File: src/rtl/uart_pkg.sv
// rtl/uart_pkg.sv - shared UART constants and receiver state encoding
package uart_pkg;

    localparam int UART_DBIT    = 8;
    localparam int UART_OS      = 16;
    localparam int UART_SB_TICK = 16;

    typedef logic [1:0] uart_state_t;

    localparam uart_state_t ST_IDLE  = 2'd0;
    localparam uart_state_t ST_START = 2'd1;
    localparam uart_state_t ST_DATA  = 2'd2;
    localparam uart_state_t ST_STOP  = 2'd3;

endpackage

File: src/rtl/sync_2ff.sv
// rtl/sync_2ff.sv - two-flop synchronizer for asynchronous single-bit inputs
module sync_2ff #(
    parameter logic RST_VAL = 1'b1
) (
    input  logic clk,
    input  logic reset,
    input  logic i_d,
    output logic o_q
);

    logic [1:0] r_sync;

    always_ff @(posedge clk or posedge reset) begin
        if (reset) begin
            r_sync <= {2{RST_VAL}};
        end else begin
            r_sync <= {r_sync[0], i_d};
        end
    end

    assign o_q = r_sync[1];

endmodule

File: src/rtl/uart_rx_deframer.sv
// rtl/uart_rx_deframer.sv - oversampling UART receive deframer feeding the rx FIFO
module uart_rx_deframer
    import uart_pkg::*;
#(
    parameter int DBIT    = UART_DBIT,
    parameter int SB_TICK = UART_SB_TICK,
    parameter int OS      = UART_OS
) (
    input  logic            clk,
    input  logic            reset,
    input  logic            rx,
    input  logic            s_tick,
    output logic            rx_done_tick,
    output logic [DBIT-1:0] rx_dout,
    output logic            frame_err
);

    localparam int SMAX = (OS > SB_TICK) ? OS : SB_TICK;
    localparam int SW   = $clog2(SMAX);
    localparam int NW   = (DBIT > 1) ? $clog2(DBIT) : 1;

    localparam logic [SW-1:0] S_MID  = SW'(OS / 2 - 1);
    localparam logic [SW-1:0] S_BIT  = SW'(OS - 1);
    localparam logic [SW-1:0] S_STOP = SW'(SB_TICK - 1);
    localparam logic [NW-1:0] N_LAST = NW'(DBIT - 1);

    logic            w_rx_s;
    logic            r_rx_prev;
    uart_state_t     r_state;
    logic [SW-1:0]   r_s;
    logic [NW-1:0]   r_n;
    logic [DBIT-1:0] r_b;
    logic            r_done;
    logic            r_ferr;
    logic [DBIT-1:0] r_dout;

    sync_2ff #(.RST_VAL(1'b1)) u_rx_sync (
        .clk   (clk),
        .reset (reset),
        .i_d   (rx),
        .o_q   (w_rx_s)
    );

    always_ff @(posedge clk or posedge reset) begin
        if (reset) begin
            r_rx_prev <= 1'b1;
            r_state   <= ST_IDLE;
            r_s       <= '0;
            r_n       <= '0;
            r_b       <= '0;
            r_done    <= 1'b0;
            r_ferr    <= 1'b0;
            r_dout    <= '0;
        end else begin
            r_rx_prev <= w_rx_s;
            r_done    <= 1'b0;
            r_ferr    <= 1'b0;
            case (r_state)
                // Edge detect runs every clk so a break (line stuck low) never re-arms.
                ST_IDLE: begin
                    if (r_rx_prev && !w_rx_s) begin
                        r_state <= ST_START;
                        r_s     <= '0;
                    end
                end
                ST_START: begin
                    if (s_tick) begin
                        if (r_s == S_MID) begin
                            if (!w_rx_s) begin
                                r_state <= ST_DATA;
                                r_s     <= '0;
                                r_n     <= '0;
                            end else begin
                                r_state <= ST_IDLE;
                            end
                        end else begin
                            r_s <= r_s + 1'b1;
                        end
                    end
                end
                ST_DATA: begin
                    if (s_tick) begin
                        if (r_s == S_BIT) begin
                            r_b <= {w_rx_s, r_b[DBIT-1:1]};
                            r_s <= '0;
                            if (r_n == N_LAST) begin
                                r_state <= ST_STOP;
                            end else begin
                                r_n <= r_n + 1'b1;
                            end
                        end else begin
                            r_s <= r_s + 1'b1;
                        end
                    end
                end
                ST_STOP: begin
                    // The word is delivered even on a bad stop bit; frame_err flags it.
                    if (s_tick) begin
                        if (r_s == S_STOP) begin
                            r_state <= ST_IDLE;
                            r_done  <= 1'b1;
                            r_dout  <= r_b;
                            r_ferr  <= ~w_rx_s;
                        end else begin
                            r_s <= r_s + 1'b1;
                        end
                    end
                end
                default: r_state <= ST_IDLE;
            endcase
        end
    end

    assign rx_done_tick = r_done;
    assign frame_err    = r_ferr;
    assign rx_dout      = r_dout;

endmodule

File: config.mk
export PLATFORM = sky130hd
export DESIGN_NAME = uart_rx_deframer
export DESIGN_NICKNAME = d
export VERILOG_FILES = /design/src/rtl/uart_pkg.sv /design/src/rtl/sync_2ff.sv /design/src/rtl/uart_rx_deframer.sv
export SDC_FILE = /design/constraint.sdc
export NUM_CORES = 1
export LEC_CHECK = 0
export ABC_CLOCK_PERIOD_IN_PS = 2300
export CAP_MARGIN = 5
export CORE_MARGIN = 10
export CORE_UTILIZATION = 58
export CTS_BUF_LIST = sky130_fd_sc_hd__clkbuf_8
export DETAILED_ROUTE_END_ITERATION = 8
export PLACE_DENSITY = 0.92
export SLEW_MARGIN = 5
export SYNTH_ARGS = -nofsm -noshare
export SYNTH_HDL_FRONTEND = slang
export SYNTH_HIERARCHICAL = 1
export SYNTH_SLANG_ARGS = --single-unit
File: constraint.sdc
create_clock -name clk -period 2.3 [get_ports clk]
set_clock_uncertainty 0.1 [all_clocks]
set_input_delay 0.46 -clock clk [delete_from_list [all_inputs] [get_ports clk]]
set_output_delay 0.46 -clock clk [all_outputs]
set_load 0.05 [all_outputs]
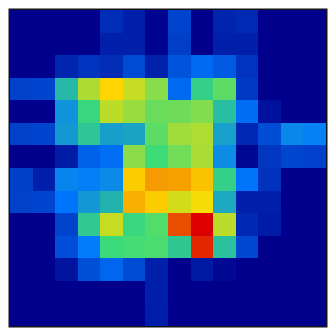
Run 1: wire density map
14 x 14 tiles, from dark blue (low) to red (high), scaled to the fullest tile. Values are wire area over tile area, all layers added.
densest ninth of the die	center
emptiest ninth of the die	south-east
tiles over half the peak	17%

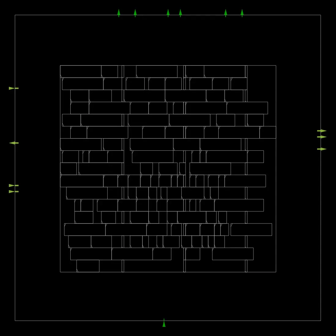
Run 1: placement view
filler instances: 158
Core Util, Final: 0.729
FFs & Latches: 30

==> qor.txt, run 1 <==
status: complete, no violations
Initial DRC Count: 32
yosys adder share: 0.0276
R2R depth: 5
Worst VDD drop: 0.000706 V
gpl congestion: 0.852
row count: 17
Layout Cells excl Fill: 154
DR top layer: met4
sink of the worst hold path: u_rx_sync/r_sync[1]
R2R Setup Slk: 0.25 ns
Inserted Clock Buffers: 5
Tcrit/Tclk final: 0.893
Synth Warn #: 6
endpoints failing hold: 0
#FFs+latches synth: 30
library cells used by synthesis: 33
post-synthesis net count: 115
Simple Share, Synth: 0.127
yosys xor share: 0
HP Start: u_rx_sync/r_sync[0]
share of layout cells above drive strength 1: 0.270
chip area: 0.00468 mm²
Hold Path Class: flip-flop to flip-flop
slew margin rel.: 0.651
met2 wire length: 1280 µm
core utilization at floorplan: 0.609
HPWL after DPL: 1810 µm
compound-gate portion of the synthesized area: 0.0966
Worst path top cell family by delay: simple AND/OR/NAND/NOR gates
Die Height: 68.4 µm
final net count: 133
maxcap violations: 0
WP buf/inv: 0
wire length on met1: 1050 µm
first-pass GRT wire length: 4130 µm
FMAX: 0.487 GHz
critical path's largest stage delay: 0.39 ns
largest net degree at the start of global routing: 29
number of global-route vias before repair: 869
Antenna Nets Post-Route: 0
placed cell count: 147
I/O pin count: 14
initial antenna violation count: 0
hold path depth: 0
most frequent cells in the layout: dfrtp_1, mux2_2, clkdlybuf4s50_1
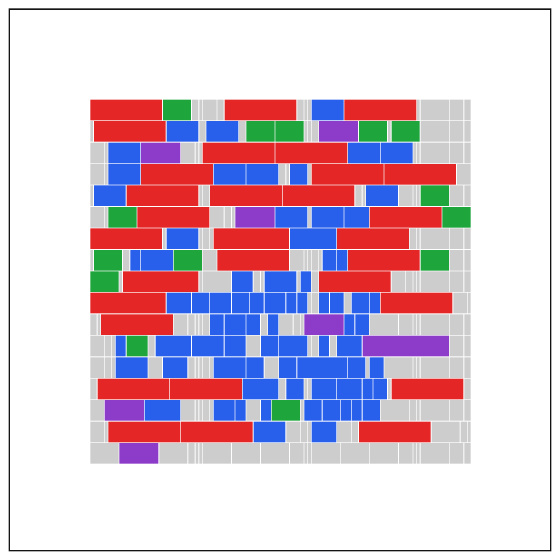
Run 1: placement by cell class
Fill, decap, tap and diode cells in gray.
class	color	cells	share of their area
registers	red	30	47%
remaining logic cells	blue	75	37%
clock drivers and dummy loads	purple	7	7.1%
remaining buffers and delay cells	green	14	8.6%

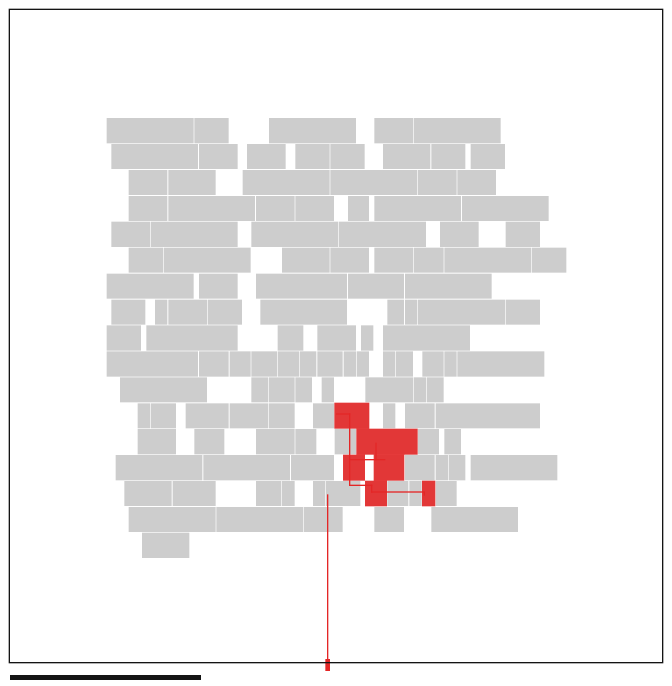
Run 1: port wiring
Bar = 20 µm.
port	color	direction	end cells	buffers	wire
`s_tick`	red	input	6	1	40.2 µm

==> run 1: per-stage QoR <==
step,setup slack (ns),utilization,total power [mW],hold slack (ns),cell area (µm²)
after floorplan,0.523,-,1.01,0.245,1360
after detailed placement,0.0789,0.678,1.08,0.249,1520
after global routing,0.116,0.729,1.70,0.258,1630
after global placement,0.162,0.678,1.06,0.247,1520
final,0.247,0.729,1.61,0.256,1630
after CTS,0.233,0.729,1.62,0.257,1630
==> run 1: sequential cells by signal, indices dropped and copies added, names as in the netlist, named ones only <==
signal / cells
frame_err: 1
r_b: 8
r_n: 3
r_rx_prev: 1
r_s: 4
r_state: 1
rx_done_tick: 1
rx_dout: 8
u_rx_sync/r_sync: 2
==> run 1: area by class of cell <==
cell class / instances / area (µm²) / area share
Timing Repair Buffer: 14 / 138 / 0.0846
Clock inverter: 1 / 30.0 / 0.0184
Clock buffer: 6 / 82.6 / 0.0507
Inverter: 6 / 22.5 / 0.0138
Tap cell: 28 / 35.0 / 0.0215
Sequential cell: 30 / 754 / 0.463
Multi-Input combinational cell: 69 / 566 / 0.347
==> run 1: power breakdown <==
group          switching (mW)  internal, mW
Sequential              0.103         0.593
Clock                   0.188         0.346
Combinational           0.214         0.169
==> run 1: synthesized netlist by cell type, drive strengths merged (2+ instances only) <==
cell type / count / area (µm²)
mux2: 19 / 214
a21o: 2 / 15.0
ha: 3 / 37.5
a21oi: 3 / 15.0
dfrtp: 27 / 676
a22o: 2 / 17.5
dfstp: 3 / 78.8
a211oi: 2 / 15.0
nor2b: 2 / 12.5
and2: 2 / 12.5
inv: 6 / 22.5
o22a: 2 / 17.5
buf: 3 / 17.5
or3: 3 / 18.8
nor3: 4 / 31.3
nand3: 2 / 22.5
nor2: 4 / 25.0
a31oi: 2 / 12.5
nand2: 8 / 30.0
==> run 2, diff against run 1 <==
Settings changed: CORE_ASPECT_RATIO set to 1.1, CORE_UTILIZATION 58 to 55, CTS_BUF_LIST sky130_fd_sc_hd__clkbuf_8 to unset, GPL_ROUTABILITY_DRIVEN set to 0, PLACE_DENSITY 0.92 to 0.89.
==> run 2 against run 1 <==
Net effect: critical path depth down 4; synthesized cell count did not move; flip-flop count stayed put; largest power group unchanged.
==> qor.txt, run 2 <==
status: complete, no violations
Post-synth area hogs: dfrtp_1, mux2_2, dfstp_2
share of layout cells above drive strength 1: 0.281
final net count: 134
Worst path top cell family by delay: buffers and inverters
Fin Hold WS: 0.265 ns
I/O pin count: 14
top cells by count: dfrtp_1, mux2_2, nand2_1, inv_1
CP max stage cell: clkdlybuf4s50_1
setup ws final: 0.219 ns
WP buf/inv: 1
die width: 67.4 µm
core utilization at floorplan: 0.592
WL/cell: 15.3 µm
Longest Clk Path Bufs: 2
Commonest Layout Cell: dfrtp_1
Antenna Nets Post-Route: 0
R2R Setup Slk: 0.29 ns
area leader, netlist: dfrtp_1
HPWL after DPL: 1860 µm
most frequent cells in the layout: dfrtp_1, mux2_2, clkdlybuf4s50_1
Synth Warn #: 6
Worst VDD drop: 0.000627 V
area share, top type: 0.497
chip area: 0.00486 mm²
placed instance area: 0.00153 mm²
critical path's largest stage delay: 0.81 ns
maxcap violations: 0
row count: 18
first-pass GRT wire length: 4150 µm
final instance area: 0.00159 mm²
Core Util, Final: 0.692
Hold Path Class: flip-flop to flip-flop
most frequent cell after synthesis: dfrtp_1
setup violators final: 0
number of global-route vias before repair: 954
Tcrit/Tclk final: 0.905
initial antenna violation count: 0
library cells used by synthesis: 33
post-synthesis net count: 115
H-Tree Depth: 2
FMAX: 0.480 GHz
Inserted Clock Buffers: 5
endpoints failing hold: 0
Die Height: 72.2 µm
#FFs+latches synth: 30
largest net degree at the start of global routing: 16
run 2: cell types whose count changed in the layout (fill, tap and decap cells not counted), sizes merged:
cell / before / now
bufinv: 1 / 0
clkinv: 0 / 1
buf: 1 / 2
clkinvlp: 0 / 1
run 2: kinds of logic after synthesis:
group                      synth area share
DFF                                   0.555
adders and majority gates            0.0276
and+or+nand+nor                       0.127
muxes                                 0.165
AOI/OAI and AO/OA                    0.0966
buffers and inverters                0.0294
run 2: metal layers:
metal	vias up	part of all wire
met5	-	0
met4	0	0.025
met3	6	0.066
met2	28	0.51
met1	439	0.40
li1	425	-
run 2: worst paths after layout:
| path | start | endpoint | cells past startpoint |
|---|---|---|---|
| worst max-delay path | rx_dout[2] | rx_dout[2] | 1 |
| worst min-delay path | u_rx_sync/r_sync[0] | u_rx_sync/r_sync[1] | 0 |
| worst max register to register | r_s[0] | r_b[7] | 5 |
| worst min register to register | u_rx_sync/r_sync[0] | u_rx_sync/r_sync[1] | 0 |
| max in group asynchronous | reset | r_b[7] | 3 |
| min in group asynchronous | reset | u_rx_sync/r_sync[0] | 2 |
run 2: final cells by class:
class	instances	area [µm²]
Timing Repair Buffer	15	145
Multi-Input combinational cell	69	566
Fill cell	163	708
Tap cell	30	37.5
Clock buffer	6	51.3
Inverter	6	22.5
Sequential cell	30	754
Clock inverter	2	12.5
run 2: stage by stage:
stage | power [mW] | cells
after floorplan | 1.01 | 108
after global placement | 1.05 | 150
after detailed placement | 1.09 | 150
after CTS | 1.43 | 158
after global routing | 1.50 | 158
final | 1.41 | 158
run 2: power breakdown:
group | switching [mW] | internal (mW)
clock network | 0.181 | 0.147
logic | 0.216 | 0.171
registers | 0.105 | 0.592
total | 0.502 | 0.910
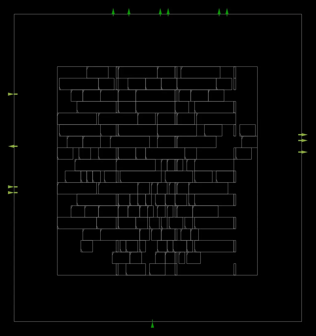
Run 2: placement view
Core ar.: 0.00230 mm²
flop share of the area: 0.475

==> run 3, diff against run 2 <==
Settings changed: CELL_PAD_IN_SITES_DETAIL_PLACEMENT set to 0, CELL_PAD_IN_SITES_GLOBAL_PLACEMENT set to 2, CORE_ASPECT_RATIO 1.1 to 0.8, CORE_UTILIZATION 55 to 37, PLACE_DENSITY 0.89 to 0.87.
==> run 3 against run 2 <==
Net effect: sequential share of layout area fell by 1.0 points; fmax grew 1.9%; global-route usage decreased by 3.0 points; synthesized area unchanged; register-to-register slack got worse by 0.03 ns; cell count increased by 7.0%; non-clock buffer count shrank 1; core utilization fell by 23 points; final area is 2.2% higher; synthesized cell count is the same; critical path depth increased by 4.
==> qor.txt, run 3 <==
Seq group: 699 µW
CP max stage cell: dfrtp_1
Core ar.: 0.00349 mm²
Clock Power Share: 0.283
most frequent cell after synthesis: dfrtp_1
placed cell count: 161
number of global-route vias before repair: 906
core utilization at floorplan: 0.389
Antenna Nets Post-Route: 0
Seq pwr share: 0.465
Synth Warn #: 6
largest net degree at the start of global routing: 29
Initial DRC Count: 57
maxcap violations: 0
die width: 87.8 µm
top cells by count: dfrtp_1, mux2_2, nand2_1, inv_1
H-Tree Depth: 2
Cell Int Power: 1.00 mW
share of layout cells above drive strength 1: 0.268
Die Height: 74.2 µm
WP buf/inv: 0
area share, top type: 0.497
area leader, netlist: dfrtp_1
Longest Clk Path Bufs: 2
Comb pwr share: 0.252
Tcrit/Tclk final: 0.888
#FFs+latches synth: 30
R2R depth: 5
slew margin rel.: 0.665
worst flop-to-flop path startpoint: r_s[0]
critical path's largest stage delay: 0.40 ns
most frequent cells in the layout: dfrtp_1, mux2_2, clkdlybuf4s50_1
Inserted Clock Buffers: 5
setup violators final: 0
endpoints failing hold: 0
Reg-to-Reg End: r_b[7]
status: complete, no violations
run 3: cell counts after synthesis:
No cell type changed its count.
run 3: area by class of cell:
class / instances / area [µm²]
Sequential cell: 30 / 754
Fill cell: 315 / 1870
Inverter: 6 / 22.5
Tap cell: 42 / 52.6
Clock buffer: 7 / 86.3
Clock inverter: 1 / 5.00
Multi-Input combinational cell: 69 / 566
Timing Repair Buffer: 14 / 138
run 3: stage by stage:
stage                     power (mW)  hold slack, ns  setup WS (ns)   util  instance area (µm²)
after floorplan                 1.01           0.245          0.523      -                 1360
after global placement          1.07           0.246          0.165  0.439                 1530
after detailed placement        1.09           0.247          0.113  0.439                 1530
after CTS                       1.52           0.257          0.257  0.465                 1620
after global routing            1.60           0.260          0.129  0.465                 1620
final                           1.50           0.257          0.257  0.465                 1620
run 3: cells by family (layout without fill, tap and decap cells):
kind of cell	count (synthesis)	after routing	share of synthesized area
buffers and inverters	9	28	0.0294
AND/OR/NAND/NOR	28	28	0.127
adder cells (fa/ha/maj)	3	3	0.0276
multiplexers	20	20	0.165
AND-OR/OR-AND	18	18	0.0966
flip-flops	30	30	0.555
run 3: how the worst max path moves through the flow:
stage	startpoint	end	slack, ns	depth (start not counted)
finish	r_s[0]	r_b[7]	0.26	5
global route	r_s[0]	r_b[1]	0.13	5
CTS	r_s[0]	r_b[7]	0.26	5
detailed placement	s_tick	r_b[7]	0.11	4
global placement	s_tick	r_s[1]	0.17	4
floorplan	r_s[0]	r_b[0]	0.52	6
run 3: per-layer routing:
layer	GRT usage	wire, µm
met4	0.0442	29
met2	0.119	1150
met3	0.0349	114
met1	0.103	1160
met5	0	0
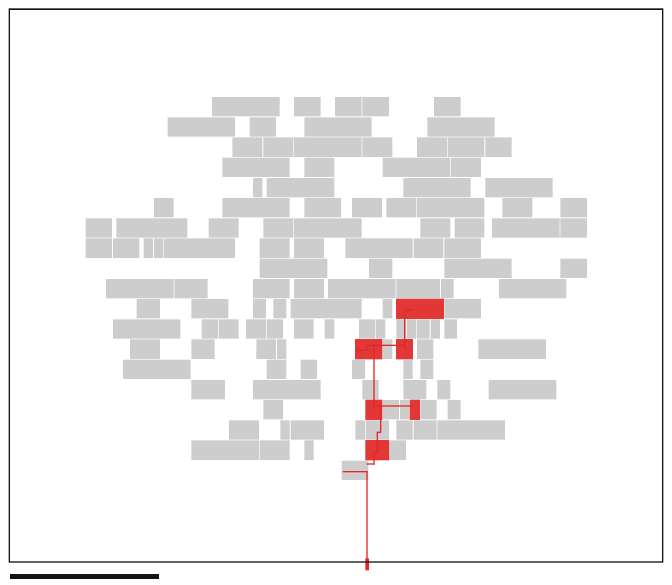
Run 3: port wiring
Bar = 20 µm.
port	color	direction	end cells	buffers	wire
`s_tick`	red	input	6	1	51.8 µm

Power figures rest on the tool's default switching activity, not on a simulated workload.
